### config.mk
export PLATFORM = sky130hd
export DESIGN_NAME = morra_result_monitor
export DESIGN_NICKNAME = d
export VERILOG_FILES = /design/src/rtl/morra_result_monitor.sv
export SDC_FILE = /design/constraint.sdc
export NUM_CORES = 1
export LEC_CHECK = 0
export CORE_MARGIN = 3
export CORE_UTILIZATION = 51
export DETAILED_ROUTE_END_ITERATION = 10
export PLACE_DENSITY = 0.8
export SYNTH_ARGS = -nofsm -noshare
export SYNTH_HDL_FRONTEND = slang
export SYNTH_SLANG_ARGS = --single-unit
### constraint.sdc
create_clock -name clk -period 3.2 [get_ports clk]
set_clock_uncertainty 0.05 [all_clocks]
set_input_delay 0.48 -clock clk [delete_from_list [all_inputs] [get_ports clk]]
set_output_delay 0.48 -clock clk [all_outputs]
set_load 0.03 [all_outputs]
### src/rtl/morra_result_monitor.sv
// Morra Cinese result monitor: per-game round tally, game result, cross-game statistics, sticky error flags.
// Latency: every output is registered one clock after the sampled MANCHE/PARTITA/INIZIA cycle.
// Backpressure: none; the monitor observes the game stream every cycle and never stalls it.
module morra_result_monitor #(
    parameter int CNT_W   = 5,
    parameter int GAMES_W = 8
) (
    input  logic               clk,
    input  logic               rst_n,
    input  logic               INIZIA,
    input  logic [1:0]         MANCHE,
    input  logic [1:0]         PARTITA,
    output logic [CNT_W-1:0]   p1_manches,
    output logic [CNT_W-1:0]   p2_manches,
    output logic [CNT_W-1:0]   tie_manches,
    output logic [CNT_W-1:0]   invalid_manches,
    output logic               game_over,
    output logic [1:0]         winner,
    output logic               result_valid,
    output logic [GAMES_W-1:0] games_p1,
    output logic [GAMES_W-1:0] games_p2,
    output logic [GAMES_W-1:0] games_tie,
    output logic [GAMES_W-1:0] games_aborted,
    output logic               proto_err,
    output logic               cons_err
);

    localparam logic [1:0] S_IDLE    = 2'b00;
    localparam logic [1:0] S_PLAYING = 2'b01;
    localparam logic [1:0] S_OVER    = 2'b10;

    localparam logic [CNT_W-1:0]   CNT_MAX   = '1;
    localparam logic [CNT_W-1:0]   CNT_ONE   = CNT_W'(1);
    localparam logic [GAMES_W-1:0] GAMES_MAX = '1;
    localparam logic [GAMES_W-1:0] GAMES_ONE = GAMES_W'(1);

    function automatic logic [CNT_W-1:0] inc_cnt(input logic [CNT_W-1:0] v);
        return (v == CNT_MAX) ? v : v + CNT_ONE;
    endfunction

    function automatic logic [GAMES_W-1:0] inc_games(input logic [GAMES_W-1:0] v);
        return (v == GAMES_MAX) ? v : v + GAMES_ONE;
    endfunction

    logic [1:0]         state, state_n;
    logic [CNT_W-1:0]   p1_n, p2_n, tie_n, inv_n;
    logic [1:0]         winner_n;
    logic               rv_n, proto_n, cons_n;
    logic [GAMES_W-1:0] gp1_n, gp2_n, gtie_n, gab_n;

    always_comb begin
        state_n  = state;
        p1_n     = p1_manches;
        p2_n     = p2_manches;
        tie_n    = tie_manches;
        inv_n    = invalid_manches;
        winner_n = winner;
        rv_n     = 1'b0;
        proto_n  = proto_err;
        cons_n   = cons_err;
        gp1_n    = games_p1;
        gp2_n    = games_p2;
        gtie_n   = games_tie;
        gab_n    = games_aborted;

        case (state)
            S_PLAYING: begin
                // INIZIA takes priority over a simultaneous PARTITA: treated as an abort
                if (INIZIA) begin
                    gab_n = inc_games(games_aborted);
                    p1_n  = '0;
                    p2_n  = '0;
                    tie_n = '0;
                    inv_n = '0;
                end else begin
                    case (MANCHE)
                        2'b01:   p1_n  = inc_cnt(p1_manches);
                        2'b10:   p2_n  = inc_cnt(p2_manches);
                        2'b11:   tie_n = inc_cnt(tie_manches);
                        default: inv_n = inc_cnt(invalid_manches);
                    endcase
                    if (PARTITA != 2'b00) begin
                        state_n  = S_OVER;
                        winner_n = PARTITA;
                        rv_n     = 1'b1;
                        // Consistency is judged on counts that already include this cycle's round
                        case (PARTITA)
                            2'b01: begin
                                gp1_n = inc_games(games_p1);
                                if (!(p1_n > p2_n)) cons_n = 1'b1;
                            end
                            2'b10: begin
                                gp2_n = inc_games(games_p2);
                                if (!(p2_n > p1_n)) cons_n = 1'b1;
                            end
                            default: begin
                                gtie_n = inc_games(games_tie);
                                if (p1_n != p2_n) cons_n = 1'b1;
                            end
                        endcase
                    end
                end
            end
            default: begin
                // IDLE and OVER share handling; OVER simply keeps the last game's counters for readout
                if (INIZIA) begin
                    state_n = S_PLAYING;
                    p1_n    = '0;
                    p2_n    = '0;
                    tie_n   = '0;
                    inv_n   = '0;
                end else if (MANCHE != 2'b00 || PARTITA != 2'b00) begin
                    proto_n = 1'b1;
                end
            end
        endcase
    end

    always_ff @(posedge clk or negedge rst_n) begin
        if (!rst_n) begin
            state           <= S_IDLE;
            p1_manches      <= '0;
            p2_manches      <= '0;
            tie_manches     <= '0;
            invalid_manches <= '0;
            winner          <= 2'b00;
            result_valid    <= 1'b0;
            games_p1        <= '0;
            games_p2        <= '0;
            games_tie       <= '0;
            games_aborted   <= '0;
            proto_err       <= 1'b0;
            cons_err        <= 1'b0;
        end else begin
            state           <= state_n;
            p1_manches      <= p1_n;
            p2_manches      <= p2_n;
            tie_manches     <= tie_n;
            invalid_manches <= inv_n;
            winner          <= winner_n;
            result_valid    <= rv_n;
            games_p1        <= gp1_n;
            games_p2        <= gp2_n;
            games_tie       <= gtie_n;
            games_aborted   <= gab_n;
            proto_err       <= proto_n;
            cons_err        <= cons_n;
        end
    end

    assign game_over = (state == S_OVER);

endmodule
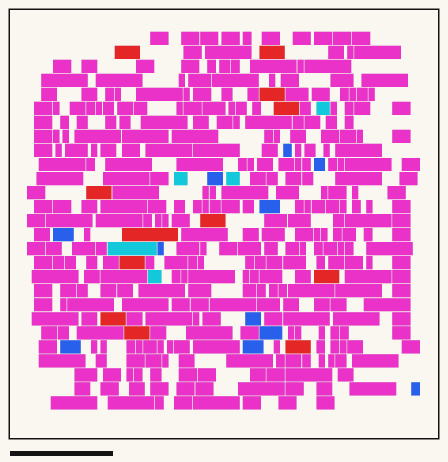
sizing.png
The bar under the picture is 20 um long.
legend:
  blue:
    size: x2
    cells: 11
    most_used: mux2_2
  magenta:
    size: x1 and smaller
    cells: 337
    most_used: clkdlybuf4s50_1
  cyan:
    size: x3 and x4
    cells: 5
    most_used: buf_4
  red:
    size: x6 and larger
    cells: 12
    most_used: clkbuf_8

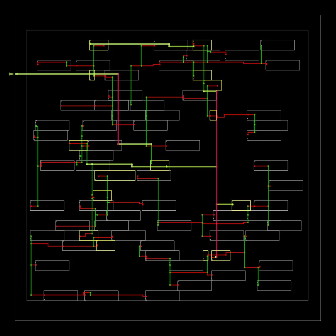
clock_nets.png
sequential cells: 59
number of clock buffers in the layout: 13
clock buffers created by TritonCTS: 9
Clk. pwr: 0.674 mW
clock sink count: 59

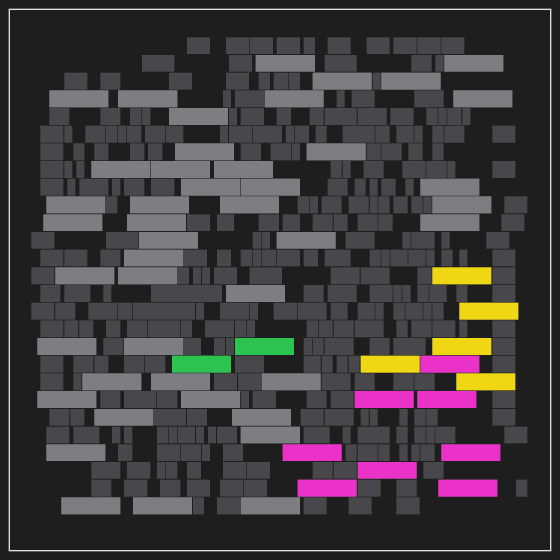
ff_map.png
Other sequential cells in the stronger grey, the rest of the logic in the fainter grey.
legend:
  green:
    name_in_the_netlist: winner
    placed_flops: 2
  magenta:
    name_in_the_netlist: games_p1
    placed_flops: 8
    where: lower right
  yellow:
    name_in_the_netlist: p1_manches
    placed_flops: 5
not coloured: 44
Reg area: 1480 um^2
flop share of the area: 37.4%
utilization after layout: 70.4%

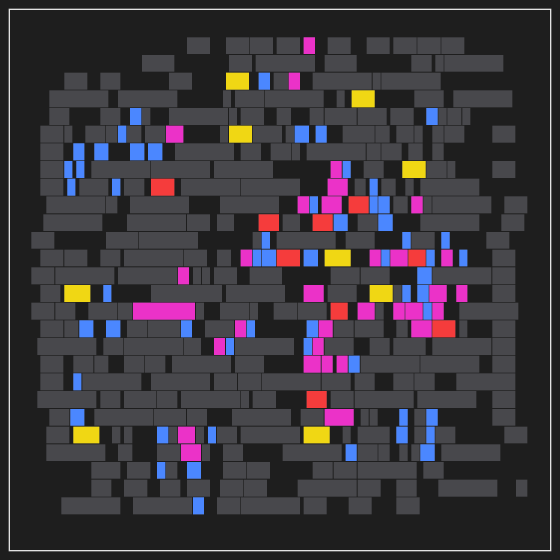
gates.png
legend:
  magenta:
    family: aoi and oai cells
    cells: 32
  blue:
    family: nand cells
    cells: 56
  yellow:
    family: mux cells
    cells: 9
  red:
    family: non-inverting ao/oa cells
    cells: 9

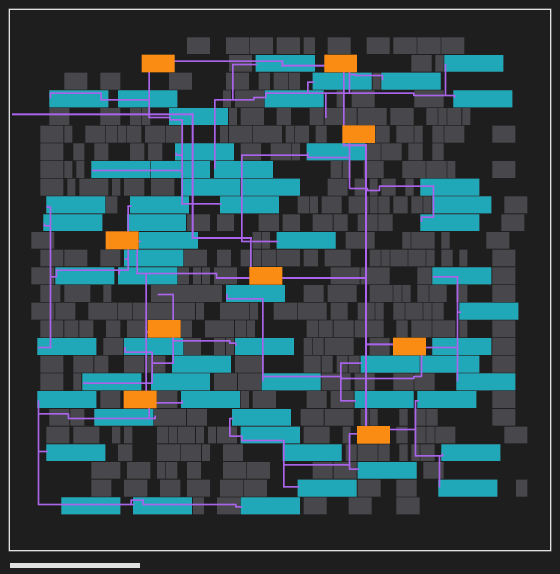
clock_wires.png
The bar under the picture is 20 um long.
legend:
  cyan:
    item: flip-flops
    count: 59
  purple:
    item: clock wires
    length: 773 um
  orange:
    item: clock-net drivers
    count: 9
routed clock nets: 10
clock power share: 27.4%
clock latency on the worst-skew pair: 330 ps

==> flow_summary.html <==
<h2>Synthesis and place &amp; route</h2>
<table>
<tr><th>Metric</th><th>Value</th></tr>
<tr><th colspan="2">Setup path</th></tr>
<tr><td>Top delay family on crit path</td><td>AND-OR/OR-AND gates</td></tr>
<tr><td>Levels on crit path</td><td>9</td></tr>
<tr><td>Required time of the critical path</td><td>3370 ps</td></tr>
<tr><td>R2R Path Start</td><td>p2_manches[0]</td></tr>
<tr><td>Capture instance of the worst register-to-register path</td><td>cons_err</td></tr>
<tr><td>Type of the setup path with the least slack</td><td>in -&gt; reg</td></tr>
<tr><td>Critical-path top delay cell</td><td>clkdlybuf4s50_1</td></tr>
<tr><td>Crit path to</td><td>cons_err</td></tr>
<tr><td>Type of origin of the critical path</td><td>primary input</td></tr>
<tr><td>Critical path cell sequence</td><td>clkdlybuf4s50_1, nor2b_1, o21ai_0, mux2i_1, ha_1, nand3_1, o41ai_1, a31o_2, o21bai_1</td></tr>
<tr><td>Max stage delay on crit path</td><td>490 ps</td></tr>
<tr><td>Max Fanout on Critical Path</td><td>7</td></tr>
<tr><td>R2R setup slack</td><td>570 ps</td></tr>
<tr><td>Worst r2r path cells</td><td>9</td></tr>
<tr><td>Critical Path AT</td><td>2880 ps</td></tr>
<tr><td>Buffer and inverter count on the worst path</td><td>1</td></tr>
<tr><td>Critical Path Source</td><td>MANCHE[1]</td></tr>
<tr><td>Endpoint class of the critical path</td><td>flip-flop</td></tr>
<tr><th colspan="2">Final timing</th></tr>
<tr><td>Period Utilization, post-route</td><td>84.7%</td></tr>
<tr><td>Total setup violations reported at the end of the flow</td><td>0</td></tr>
<tr><td>Final Max Tran Viols</td><td>0</td></tr>
<tr><td>Min cycle time layout</td><td>2710 ps</td></tr>
<tr><td>Worst slew pin tran</td><td>1030 ps</td></tr>
<tr><td>Setup slack after layout</td><td>491 ps</td></tr>
<tr><td>Unrepaired setup endpoints after global routing</td><td>false</td></tr>
<tr><td>Worst-case headroom to the max-slew limit</td><td>31.6%</td></tr>
<tr><td>Sum Neg Setup Slack</td><td>0 ps</td></tr>
<tr><td>Worst-case hold slack</td><td>278 ps</td></tr>
<tr><td>FMAX</td><td>369 MHz</td></tr>
<tr><td>Hold Violations, Final</td><td>0</td></tr>
<tr><th colspan="2">Pwr</th></tr>
<tr><td>Switching share of power</td><td>35.4%</td></tr>
<tr><td>Sequential-cell power consumption</td><td>1.01 mW</td></tr>
<tr><td>Peak ir drop on the vdd network</td><td>530 uV</td></tr>
<tr><td>Sequential cell fraction of total power</td><td>41.0%</td></tr>
<tr><td>Max power group</td><td>registers</td></tr>
<tr><td>Cell leakage power</td><td>1.83 nW</td></tr>
<tr><td>Total power after layout</td><td>2.46 mW</td></tr>
<tr><td>Total internal power</td><td>1.59 mW</td></tr>
<tr><td>Combinational fraction of design power</td><td>31.6%</td></tr>
<tr><td>Total combinational power</td><td>0.776 mW</td></tr>
<tr><td>Pwr dens</td><td>622 nW/um^2</td></tr>
<tr><td>Switching power of the nets</td><td>0.870 mW</td></tr>
<tr><th colspan="2">Synthesis</th></tr>
<tr><td>Sequential area share after synthesis</td><td>48.8%</td></tr>
<tr><td>Syn avg cell area</td><td>10.5 um^2</td></tr>
<tr><td>Multiplexer share of the synthesized area</td><td>3.14%</td></tr>
<tr><td>Share of flip-flops with an asynchronous set or reset after synthesis</td><td>100%</td></tr>
<tr><td>Count of library flops with an enable pin</td><td>0</td></tr>
<tr><td>Commonest flop</td><td>dfrtp_1</td></tr>
<tr><td>Simple-Gate Fraction of Synth Area</td><td>18.0%</td></tr>
<tr><td>Chip Area, Yosys</td><td>3020 um^2</td></tr>
<tr><td>Synth Instances</td><td>288</td></tr>
<tr><td>Aoi/oai-family share of the synthesized area</td><td>10.1%</td></tr>
<tr><td>Number of synthesized register bits</td><td>59</td></tr>
<tr><td>Dominant kind of combinational cell</td><td>simple AND/OR/NAND/NOR gates</td></tr>
<tr><td>Post-synth cell types</td><td>41</td></tr>
<tr><td>Cells in synth_stat.txt</td><td>288</td></tr>
<tr><td>Parity-gate share of the synthesized area counting xor and xnor cells</td><td>10.7%</td></tr>
<tr><td>Top cells by area</td><td>dfrtp_1 49%, ha_1 7.4%, xor2_1 6.1%</td></tr>
<tr><td>Post-synthesis net count</td><td>313</td></tr>
<tr><td>Total number of yosys warnings</td><td>0</td></tr>
<tr><td>Area of the mapped netlist</td><td>3020 um^2</td></tr>
<tr><td>Adder share</td><td>7.45%</td></tr>
<tr><td>Top cell type by instance count after synthesis</td><td>dfrtp_1</td></tr>
<tr><td>Fraction of post-synthesis cell area in the top cell type by area</td><td>48.8%</td></tr>
<tr><td>Synth cell count leaders</td><td>59 x dfrtp_1, 27 x nand2_1, 25 x nor2_1, 21 x xor2_1, 18 x ha_1</td></tr>
<tr><td>Biggest area consumer among synthesized cells</td><td>dfrtp_1</td></tr>
<tr><th colspan="2">Route</th></tr>
<tr><td>Number of design-rule violations left by the first detailed-router iteration</td><td>115</td></tr>
<tr><td>WL per Instance</td><td>14.9 um</td></tr>
<tr><td>Via count of the routed design</td><td>2397</td></tr>
<tr><td>Top layer reached by signal wires</td><td>met4</td></tr>
<tr><td>DR vias/cell</td><td>5.49</td></tr>
<tr><td>Routed Antenna Nets</td><td>0</td></tr>
<tr><td>DRC</td><td>0</td></tr>
<tr><td>Total wire length</td><td>6530 um</td></tr>
<tr><td>M1 wire length</td><td>2890 um</td></tr>
<tr><td>Routed met3 length</td><td>326 um</td></tr>
<tr><td>Count of TritonRoute iterations in the first routing pass</td><td>6</td></tr>
<tr><td>Routed wire length on met2</td><td>3230 um</td></tr>
<tr><th colspan="2">Clock network</th></tr>
<tr><td>Clock tree root buffer cell</td><td>clkbuf_8</td></tr>
<tr><td>Buffers inserted by post-CTS timing repair</td><td>0</td></tr>
<tr><td>TritonCTS clock tree</td><td>yes</td></tr>
<tr><td>Number of resized instances in the post-cts repair step</td><td>0</td></tr>
<tr><td>Maximum count of clock buffers along a single path</td><td>2</td></tr>
<tr><td>CTS HTree Levels</td><td>3</td></tr>
<tr><td>Worst-path clk slew</td><td>70 ps</td></tr>
<tr><td>Cts-stage hold buffer count</td><td>0</td></tr>
<tr><th colspan="2">GRT</th></tr>
<tr><td>GR met3 Demand/Resource</td><td>6.05%</td></tr>
<tr><td>Most congested layer reported by global routing</td><td>met2</td></tr>
<tr><td>Met1 global-route usage</td><td>26.5%</td></tr>
<tr><td>GRT overflow</td><td>0</td></tr>
<tr><td>GR met2 Demand/Resource</td><td>32.7%</td></tr>
<tr><td>First-pass GRT wire length</td><td>11400 um</td></tr>
<tr><td>All-layer global routing usage</td><td>20.4%</td></tr>
<tr><td>Number of antenna violations at the first check in global routing</td><td>0</td></tr>
<tr><td>Maximum number of pins on one net before global-route repair</td><td>48</td></tr>
<tr><td>Number of global-route vias before repair</td><td>2383</td></tr>
<tr><th colspan="2">Final layout</th></tr>
<tr><td>Fillers</td><td>450</td></tr>
<tr><td>Net count of the finished layout</td><td>386</td></tr>
<tr><td>Top logic cell by instance count in the layout</td><td>clkdlybuf4s50_1</td></tr>
<tr><td>Layout Cell Area excl Fill</td><td>3950 um^2</td></tr>
<tr><td>Number of inverters outside the clock class in the layout</td><td>8</td></tr>
<tr><td>Area added between synthesis and finish</td><td>30.6%</td></tr>
<tr><td>Antenna Diode Count</td><td>0</td></tr>
<tr><td>Combinational Area</td><td>1490 um^2</td></tr>
<tr><td>Multi-input combinational area share</td><td>37.8%</td></tr>
<tr><td>Top library cells by usage in the layout, fill and taps aside</td><td>63 x clkdlybuf4s50_1, 59 x dfrtp_1, 27 x nand2_1</td></tr>
<tr><td>Comb gates</td><td>215</td></tr>
<tr><td>Largest class</td><td>multi-input combinational cells</td></tr>
<tr><td>Fraction of final layout cells with drive strength greater than 1</td><td>7.67%</td></tr>
<tr><td>Buffer count excluding the clock tree in the final layout</td><td>68</td></tr>
<tr><td>Clk tree area frac</td><td>4.91%</td></tr>
<tr><td>Layout Cells excl Fill</td><td>437</td></tr>
<tr><td>Share of final layout cell area taken by non-clock buffers</td><td>16.9%</td></tr>
<tr><th colspan="2">Outcome</th></tr>
<tr><td>Outcome</td><td>completed</td></tr>
<tr><th colspan="2">Run</th></tr>
<tr><td>Max Cap Violations</td><td>0</td></tr>
<tr><td>Warning total across the stage logs</td><td>28</td></tr>
<tr><th colspan="2">Floorplan</th></tr>
<tr><td>Die y size</td><td>83.0 um</td></tr>
<tr><td>Tap cell count</td><td>72</td></tr>
<tr><td>Horizontal die dimension</td><td>83.0 um</td></tr>
<tr><td>Core region area</td><td>5610 um^2</td></tr>
<tr><td>DIE AREA</td><td>6890 um^2</td></tr>
<tr><td>Initial core utilization</td><td>53.9%</td></tr>
<tr><td>Count of standard-cell rows</td><td>27</td></tr>
<tr><td>Number of placed I/O pins</td><td>65</td></tr>
<tr><th colspan="2">Placement</th></tr>
<tr><td>Routability-driven placement congestion ratio</td><td>0.824</td></tr>
<tr><td>I/O Buffers</td><td>64</td></tr>
<tr><td>Placed instance area</td><td>3760 um^2</td></tr>
<tr><td>Count of placed standard cells including taps</td><td>422</td></tr>
<tr><td>Post-detail-place hpwl</td><td>4650 um</td></tr>
<tr><td>Pre-CTS worst setup slack</td><td>189 ps</td></tr>
<tr><th colspan="2">Worst hold path</th></tr>
<tr><td>Class of the tightest hold or removal check</td><td>in -&gt; async</td></tr>
</table>
Power figures rest on the tool's default switching activity, not on a simulated workload.
